File: src/rtl/register_file_bist.sv
// March-style BIST for a DEPTH x WIDTH multi-port register file: LFSR data, write then read back on each port.
// Optional feature macro: RF_BIST_STOP_ON_FAIL_EN (end the run at the first mismatching compare).
module register_file_bist #(
    parameter int          DEPTH  = 64,
    parameter int          WIDTH  = 32,
    parameter int          PASSES = 32,
    parameter logic [31:0] SEED   = 32'hACE1_0001
) (
    input  logic                     clk,
    input  logic                     reset_n,
    input  logic                     start,
    output logic                     busy,
    output logic                     done,
    output logic                     fail,
    output logic [$clog2(DEPTH)-1:0] fail_addr,
    output logic [1:0]               fail_port,
    output logic [15:0]              err_count,
    output logic                     write_en,
    output logic [$clog2(DEPTH)-1:0] waddr,
    output logic [WIDTH-1:0]         wdata,
    output logic [1:0]               read_en,
    output logic [$clog2(DEPTH)-1:0] raddr_0,
    output logic [$clog2(DEPTH)-1:0] raddr_1,
    input  logic [WIDTH-1:0]         rdata_0,
    input  logic [WIDTH-1:0]         rdata_1
);

    localparam int              AW        = $clog2(DEPTH);
    localparam int              PW        = (PASSES > 1) ? $clog2(PASSES) : 1;
    localparam logic [31:0]     LFSR_MASK = 32'h8020_0003;
    localparam logic [AW-1:0]   LAST_ADDR = AW'(DEPTH - 1);
    localparam logic [PW-1:0]   LAST_PASS = PW'(PASSES - 1);
`ifdef RF_BIST_STOP_ON_FAIL_EN
    localparam logic            STOP_ON_FAIL = 1'b1;
`else
    localparam logic            STOP_ON_FAIL = 1'b0;
`endif

    typedef enum logic [2:0] {
        S_IDLE  = 3'd0,
        S_WRITE = 3'd1,
        S_RD0   = 3'd2,
        S_RD1   = 3'd3,
        S_RDB   = 3'd4,
        S_DONE  = 3'd5
    } state_t;

    // Galois right-shift step, x^32+x^22+x^2+x+1
    function automatic logic [31:0] lfsr_step(input logic [31:0] value);
        if (value[0]) begin
            lfsr_step = {1'b0, value[31:1]} ^ LFSR_MASK;
        end else begin
            lfsr_step = {1'b0, value[31:1]};
        end
    endfunction

    state_t            state_r, next_state_s;
    logic [AW-1:0]     addr_r, next_addr_s;
    logic [PW-1:0]     pass_r, next_pass_s;
    logic [31:0]       lfsr_r, next_lfsr_s;
    logic [WIDTH-1:0]  exp_r;
    logic [1:0]        mm_s;
    logic              hit_s;
    logic              stop_s;

    // Per-port mismatch for the port(s) active in the current read phase
    always_comb begin
        mm_s = 2'b00;
        case (state_r)
            S_RD0:   mm_s = {1'b0, (rdata_0 != exp_r)};
            S_RD1:   mm_s = {(rdata_1 != exp_r), 1'b0};
            S_RDB:   mm_s = {(rdata_1 != exp_r), (rdata_0 != exp_r)};
            default: mm_s = 2'b00;
        endcase
    end

    assign hit_s  = |mm_s;
    assign stop_s = STOP_ON_FAIL & hit_s & ~fail;

    // Next-state, address/pass sequencing and LFSR advance
    always_comb begin
        next_state_s = state_r;
        next_addr_s  = addr_r;
        next_pass_s  = pass_r;
        next_lfsr_s  = lfsr_r;
        case (state_r)
            S_IDLE: begin
                if (start) begin
                    next_state_s = S_WRITE;
                    next_addr_s  = {AW{1'b0}};
                    next_pass_s  = {PW{1'b0}};
                    next_lfsr_s  = SEED;
                end else begin
                    next_state_s = S_IDLE;
                end
            end
            S_WRITE: begin
                next_state_s = S_RD0;
                next_lfsr_s  = lfsr_step(lfsr_r);
            end
            S_RD0:   next_state_s = stop_s ? S_DONE : S_RD1;
            S_RD1:   next_state_s = stop_s ? S_DONE : S_RDB;
            S_RDB: begin
                if (stop_s) begin
                    next_state_s = S_DONE;
                end else if (pass_r != LAST_PASS) begin
                    next_state_s = S_WRITE;
                    next_pass_s  = pass_r + PW'(1);
                end else if (addr_r != LAST_ADDR) begin
                    next_state_s = S_WRITE;
                    next_pass_s  = {PW{1'b0}};
                    next_addr_s  = addr_r + AW'(1);
                end else begin
                    next_state_s = S_DONE;
                end
            end
            S_DONE:  next_state_s = S_IDLE;
            default: next_state_s = S_IDLE;
        endcase
    end

    // Control state, counters, LFSR and expected-data latch
    always_ff @(posedge clk or negedge reset_n) begin
        if (!reset_n) begin
            state_r <= S_IDLE;
            addr_r  <= {AW{1'b0}};
            pass_r  <= {PW{1'b0}};
            lfsr_r  <= SEED;
            exp_r   <= {WIDTH{1'b0}};
        end else begin
            state_r <= next_state_s;
            addr_r  <= next_addr_s;
            pass_r  <= next_pass_s;
            lfsr_r  <= next_lfsr_s;
            if (state_r == S_WRITE) begin
                exp_r <= WIDTH'(lfsr_r);
            end else begin
                exp_r <= exp_r;
            end
        end
    end

    // RF-side outputs, registered from the next state so they line up with that state's cycle
    always_ff @(posedge clk or negedge reset_n) begin
        if (!reset_n) begin
            busy     <= 1'b0;
            done     <= 1'b0;
            write_en <= 1'b0;
            waddr    <= {AW{1'b0}};
            wdata    <= {WIDTH{1'b0}};
            read_en  <= 2'b00;
            raddr_0  <= {AW{1'b0}};
            raddr_1  <= {AW{1'b0}};
        end else begin
            busy     <= (next_state_s == S_WRITE) || (next_state_s == S_RD0) ||
                        (next_state_s == S_RD1)   || (next_state_s == S_RDB);
            done     <= (next_state_s == S_DONE);
            write_en <= (next_state_s == S_WRITE);
            if (next_state_s == S_WRITE) begin
                waddr <= next_addr_s;
                wdata <= WIDTH'(next_lfsr_s);
            end
            case (next_state_s)
                S_RD0:   read_en <= 2'b01;
                S_RD1:   read_en <= 2'b10;
                S_RDB:   read_en <= 2'b11;
                default: read_en <= 2'b00;
            endcase
            if ((next_state_s == S_RD0) || (next_state_s == S_RDB)) begin
                raddr_0 <= next_addr_s;
            end
            if ((next_state_s == S_RD1) || (next_state_s == S_RDB)) begin
                raddr_1 <= next_addr_s;
            end
        end
    end

    // Result capture: sticky first failure plus saturating count of failing compare cycles
    always_ff @(posedge clk or negedge reset_n) begin
        if (!reset_n) begin
            fail      <= 1'b0;
            fail_addr <= {AW{1'b0}};
            fail_port <= 2'b00;
            err_count <= 16'h0000;
        end else if ((state_r == S_IDLE) && start) begin
            fail      <= 1'b0;
            fail_addr <= {AW{1'b0}};
            fail_port <= 2'b00;
            err_count <= 16'h0000;
        end else if (hit_s) begin
            if (err_count != 16'hFFFF) begin
                err_count <= err_count + 16'h0001;
            end
            if (!fail) begin
                fail      <= 1'b1;
                fail_addr <= addr_r;
                fail_port <= mm_s;
            end
        end
    end

endmodule
File: config.mk
export PLATFORM = sky130hd
export DESIGN_NAME = register_file_bist
export DESIGN_NICKNAME = d
export VERILOG_FILES = /design/src/rtl/register_file_bist.sv
export SDC_FILE = /design/constraint.sdc
export NUM_CORES = 1
export LEC_CHECK = 0
export CORE_MARGIN = 10
export CORE_UTILIZATION = 50
export CTS_CLUSTER_DIAMETER = 150
export DETAILED_ROUTE_END_ITERATION = 8
export MAX_ROUTING_LAYER = met4
export PLACE_DENSITY = 0.85
export SETUP_SLACK_MARGIN = 0.5
export SLEW_MARGIN = 15
export SYNTH_ARGS = -nofsm -noshare
export SYNTH_HDL_FRONTEND = slang
export SYNTH_SLANG_ARGS = --single-unit
File: constraint.sdc
create_clock -name clk -period 3.05 [get_ports clk]
set_input_delay 0.4575 -clock clk [delete_from_list [all_inputs] [get_ports clk]]
set_output_delay 0.4575 -clock clk [all_outputs]
set_load 0.02 [all_outputs]
Figure 1. Placed cells, one colour a class.
The bar under the picture is 50 um long.
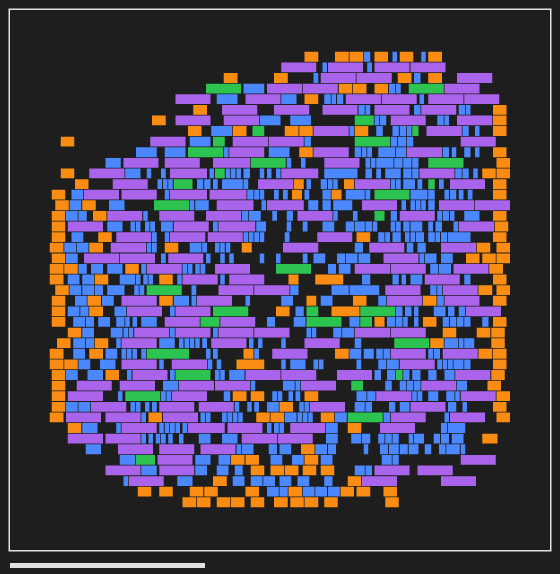
[orange] remaining buffers and delay cells | cells: 158 | share of their area: 18%
[purple] sequential cells | cells: 158 | share of their area: 44%
[green] clock drivers and dummy loads | cells: 32 | share of their area: 6.4%
[blue] combinational and other logic | cells: 488 | share of their area: 32%

Figure 2. Clock distribution.
The bar under the picture is 50 um long.
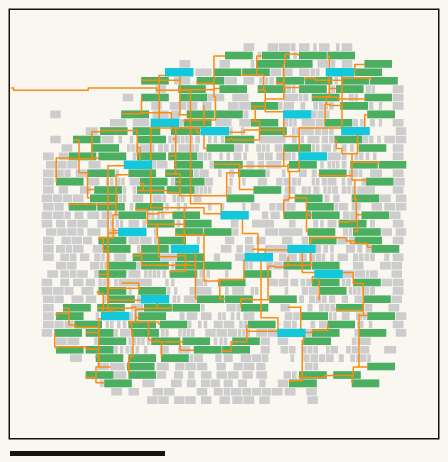
[orange] clock wires | length: 1870 um
[green] flip-flops | count: 158
[cyan] clock drivers | count: 17
routed clock nets: 18
flops lie: all over the die

Figure 3. Supply network.
The bar under the picture is 50 um long. Pins as bars on the die edge.
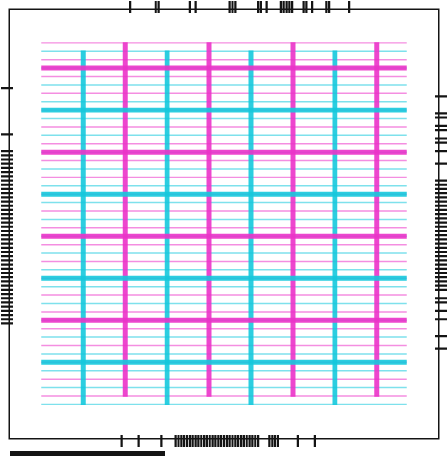
[magenta] VDD
[cyan] VSS
met5 straps: 8
rows: 43
met1 rails: 44
signal pins: 147
height of the die: 138 um
die span in x: 138 um
maximum VDD drop: 0.359 mV

Figure 4. Routed metal, one colour a layer.
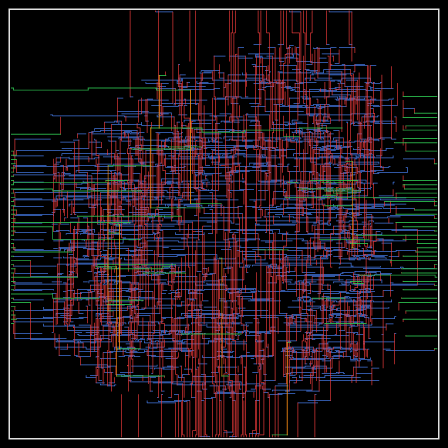
[red] metal 2 | wire length: 9270 um
[green] metal 3 | wire length: 1260 um
[orange] metal 4 | wire length: 298 um
[blue] metal 1 | wire length: 8000 um
total track usage: 0.203
detailed-route via count: 5381
total detailed-routing wirelength: 18800 um

==> git commit body <==
Log flow metrics for this revision

* Routability congestion estimate: 0.858
- The share of total power dissipated in the clock network is 0.474.
- Summed over all cells, the static leakage comes to 0.00403 uW.
- Registers take 0.00397 sq mm.
- Setup slack of the worst register-to-register path: 0.72 ns
* Number of enable-type register cells in the synthesized netlist: 0
- The filler cells instantiated in the layout total 1038.
- Logic area: 0.00286 sq mm
- Final worst setup slack: 0.721 ns
- Number of stages on the worst setup path: 7
* Crit path max fanout: 21
- The chip occupies 0.0192 sq mm.
- Of the total power, combinational logic draws 0.048.
* Dominant cell by count in the synthesized netlist: sky130_fd_sc_hd__nand2_1
- The finished layout reports a core utilization of 0.672.
* Post-route ant nets: 0
- Looking at the max-slew report, the worst-margin pin has a slew of 0.773 ns.
- Most numerous logic cell after layout: sky130_fd_sc_hd__nand2_1
- In this run the critical path is formed by nand2b_4, inv_2, nand2b_1, buf_4, o21ai_0, nand2_1, mux2_1.
- Per the STA report, the cell with the highest stage delay on the worst path is sky130_fd_sc_hd__dfrtp_1.
- Non-filler cells in the finished layout: 1017
- The number of warnings reported in the stage logs is 26.
* MaxCap Viol Count: 0
- WL per Instance: 18.5 um
- Beginning of the critical path: state_r[2]$_DFF_PN0_
* First-pass GRT wire length: 30400 um
- Synthesis inferred 158 register bits.
* Critical path's top delay family: simple AND/OR/NAND/NOR gates
- Switch share: 0.219
- The worst setup path is launched from a register.
- Post-Synthesis Cells: 672
- WS Path Type: reg -> reg
- Routing usage on met2: 0.322
* Count of cells resized by post-cts repair: 1
* Number of setup buffers added after CTS: 0
- Per the post-synthesis report, the nets total 743.
- Detailed-route iteration 0 reported a violation count of 460.
- Slowest cell delay on critical path: 0.50 ns
- At the placement stage, the worst setup path has a slack of 0.426 ns.
- Antenna violations before repair: 1
- Ranked by instance count, the synthesized netlist is headed by 190 x sky130_fd_sc_hd__nand2_1, 149 x sky130_fd_sc_hd__dfrtp_1, 67 x sky130_fd_sc_hd__xnor2_1.
* Placed Cells incl. Taps: 984
- Overall power consumption after layout is estimated at 4400 uW.
* GRT overflow: 0
- Worst Reg2Reg Path Length in Cells: 7
- Clock Sink Count: 158
* I/O Pins: 147
* Worst reg2reg path endpoint: wdata[16]$_DFFE_PN0P_
- Number of cells in Yosys stat: 672
- Clock tree from TritonCTS: done
- Maximum count of clock buffers along a single path: 2
- The initial utilization of the core area, before any placement, comes to 0.508.
* Maximum number of pins on one net before global-route repair: 78
- Busiest grt layer: met2
- Core area: 0.0138 sq mm
- Final hold viol count: 0
* CTS H-tree depth: 4
- Hold-fix buffers, CTS: 0
* Most common reg cell: sky130_fd_sc_hd__dfrtp_1
* Sum of buffers and inverters on the critical path: 2
- The net switching power in the latest report is 961 uW.
- Register share after synthesis: 0.565
- According to the finish report, the design has a final net count of 894.
- The routed layout reports a DRC error count of 0.
- Chip area from the yosys synthesis statistics: 0.00702 sq mm
- Clk pin slew, worst setup/hold paths: 0.06 ns
- Synthesis instantiated 50 different standard cells from the library.
- The smallest clock period supported by the final layout is computed as 2.33 ns.
- Cell at the root of the clock tree: sky130_fd_sc_hd__clkbuf_16
- Capturing element type of the critical path: register
* Worst hold slack: 0.0480 ns
* Floorplan row count: 43
- Clock latency of the later-clocked register in the worst-skew pair: 0.42 ns
* Class of the tightest hold or removal check: in -> async
- Final slew viol count: 0
- Setup repair after global routing left no endpoint under its margin.
- Largest area contributor in the netlist: sky130_fd_sc_hd__dfrtp_1
- The library cells used most frequently in the layout, excluding fill and tap cells, are 190 x sky130_fd_sc_hd__nand2_1, 149 x sky130_fd_sc_hd__dfrtp_1, 145 x sky130_fd_sc_hd__clkdlybuf4s50_1.
* Portion of total power attributed to sequential cells: 0.479
- Pre-Repair DR Iteration Count: 4
- Share of the cycle needed by the critical path after routing: 0.764
- Run status: finished clean
* Share of async-settable or async-resettable flops after synthesis: 1.00
- The internal portion of the total power is 3440 uW.
- Number of buffers created by CTS: 17
- For this design the ratio of total power to cell area is 473 mW/mm^2.
* Worst rel slew slack: 0.485
* Worst setup endpoint: wdata[16]$_DFFE_PN0P_
- GR Util met3: 0.0599
- In this run the critical register-to-register path is launched from state_r[2]$_DFF_PN0_.
* Arrival time at the worst endpoint: 2.64 ns
- Between the synthesized netlist and the finished layout, the area growth was recorded as 32.4%.
- Routing resource usage on met1 recorded by global route was 0.243.
- Adding up every negative setup slack in the final design gives 0 ns.
* Via count of the first global-routing pass: 5700
- Input and output buffers added on the ports amount to 146.
- Required arrival time at the worst endpoint: 3.36 ns
- Synthesized area per cell: 10.4 sq um
- Maximum clock skew at final layout: 0.00922 ns
- Standard cell area after detailed placement: 0.00869 sq mm
- Per-cell via count in the routed design: 5.29
* DP HPWL: 13900 um
- Top-area cell type share of the netlist area: 0.531
* Final Instance Area: 0.00929 sq mm
- Share of final-layout standard cells stronger than drive strength 1: 0.0969
- Final count of negative-setup-slack endpoints: 0
- The Yosys step of the flow raised 0 warnings.
- Per the timing report, the achievable frequency comes out to 429 MHz.
- Summed instance area of the synthesized netlist: 0.00702 sq mm
- Top area cells in the synthesized netlist: sky130_fd_sc_hd__dfrtp_1 53%, sky130_fd_sc_hd__nand2_1 10%, sky130_fd_sc_hd__xnor2_1 8.4%, sky130_fd_sc_hd__mux2_1 3.7%, sky130_fd_sc_hd__dfstp_2 3.4%
-- power groups by stage --
stage / Clock, uW / Sequential [uW] / Combinational [uW]
2_1_floorplan: 0 / 2150 / 45.7
3_3_place_gp: 0 / 2140 / 209
3_5_place_dp: 0 / 2140 / 213
4_1_cts: 2100 / 2100 / 214
5_1_grt: 2200 / 2100 / 228
6_report: 2080 / 2100 / 209
-- state kept, by name, indices dropped and copies added (netlist names), 2 cells and up --
register   flops
exp_r         32
lfsr_r        32
wdata         32
err_count     16
addr_r         6
fail_addr      6
raddr_0        6
raddr_1        6
waddr          6
pass_r         5
state_r        3
fail_port      2
read_en        2
-- worst reg2reg max path: cells and delay by family (launching register included) --
kind / cells / cell delay [ns]
buffers and inverters: 2 / 0.50
AOI/OAI and AO/OA: 1 / 0.12
and+or+nand+nor: 3 / 0.81
DFF: 1 / 0.50
muxes: 1 / 0.28
-- per-layer routing --
| layer | wire length (um) | share of wire | vias up |
|---|---|---|---|
| li1 | - | - | 2550 |
| met5 | 0 | 0 | - |
| met3 | 1260 | 0.067 | 21 |
| met1 | 8000 | 0.43 | 2641 |
| met4 | 297 | 0.016 | 0 |
| met2 | 9270 | 0.49 | 169 |
-- kinds of logic (layout without fill, tap and decap cells) --
logic type,Yosys count,in the layout,share of synthesized area
and+or+nand+nor,281,281,0.180
DFF,158,158,0.565
AOI/OAI and AO/OA,81,81,0.0670
xor gates and xnor gates,69,69,0.0861
buffers and inverters,42,206,0.0301
muxes,37,37,0.0642
adders and majority gates,4,4,0.00713
other,0,1,0
-- final cells by class --
class | instances | area share
antenna | 1 | 0.000269
clock buffer | 21 | 0.0517
clock inverter | 11 | 0.0112
inverter | 16 | 0.00646
multi-input combinational | 472 | 0.308
sequential | 158 | 0.427
tap | 180 | 0.0242
timing repair buffer | 158 | 0.171
Power is estimated from default activity; no workload was simulated.
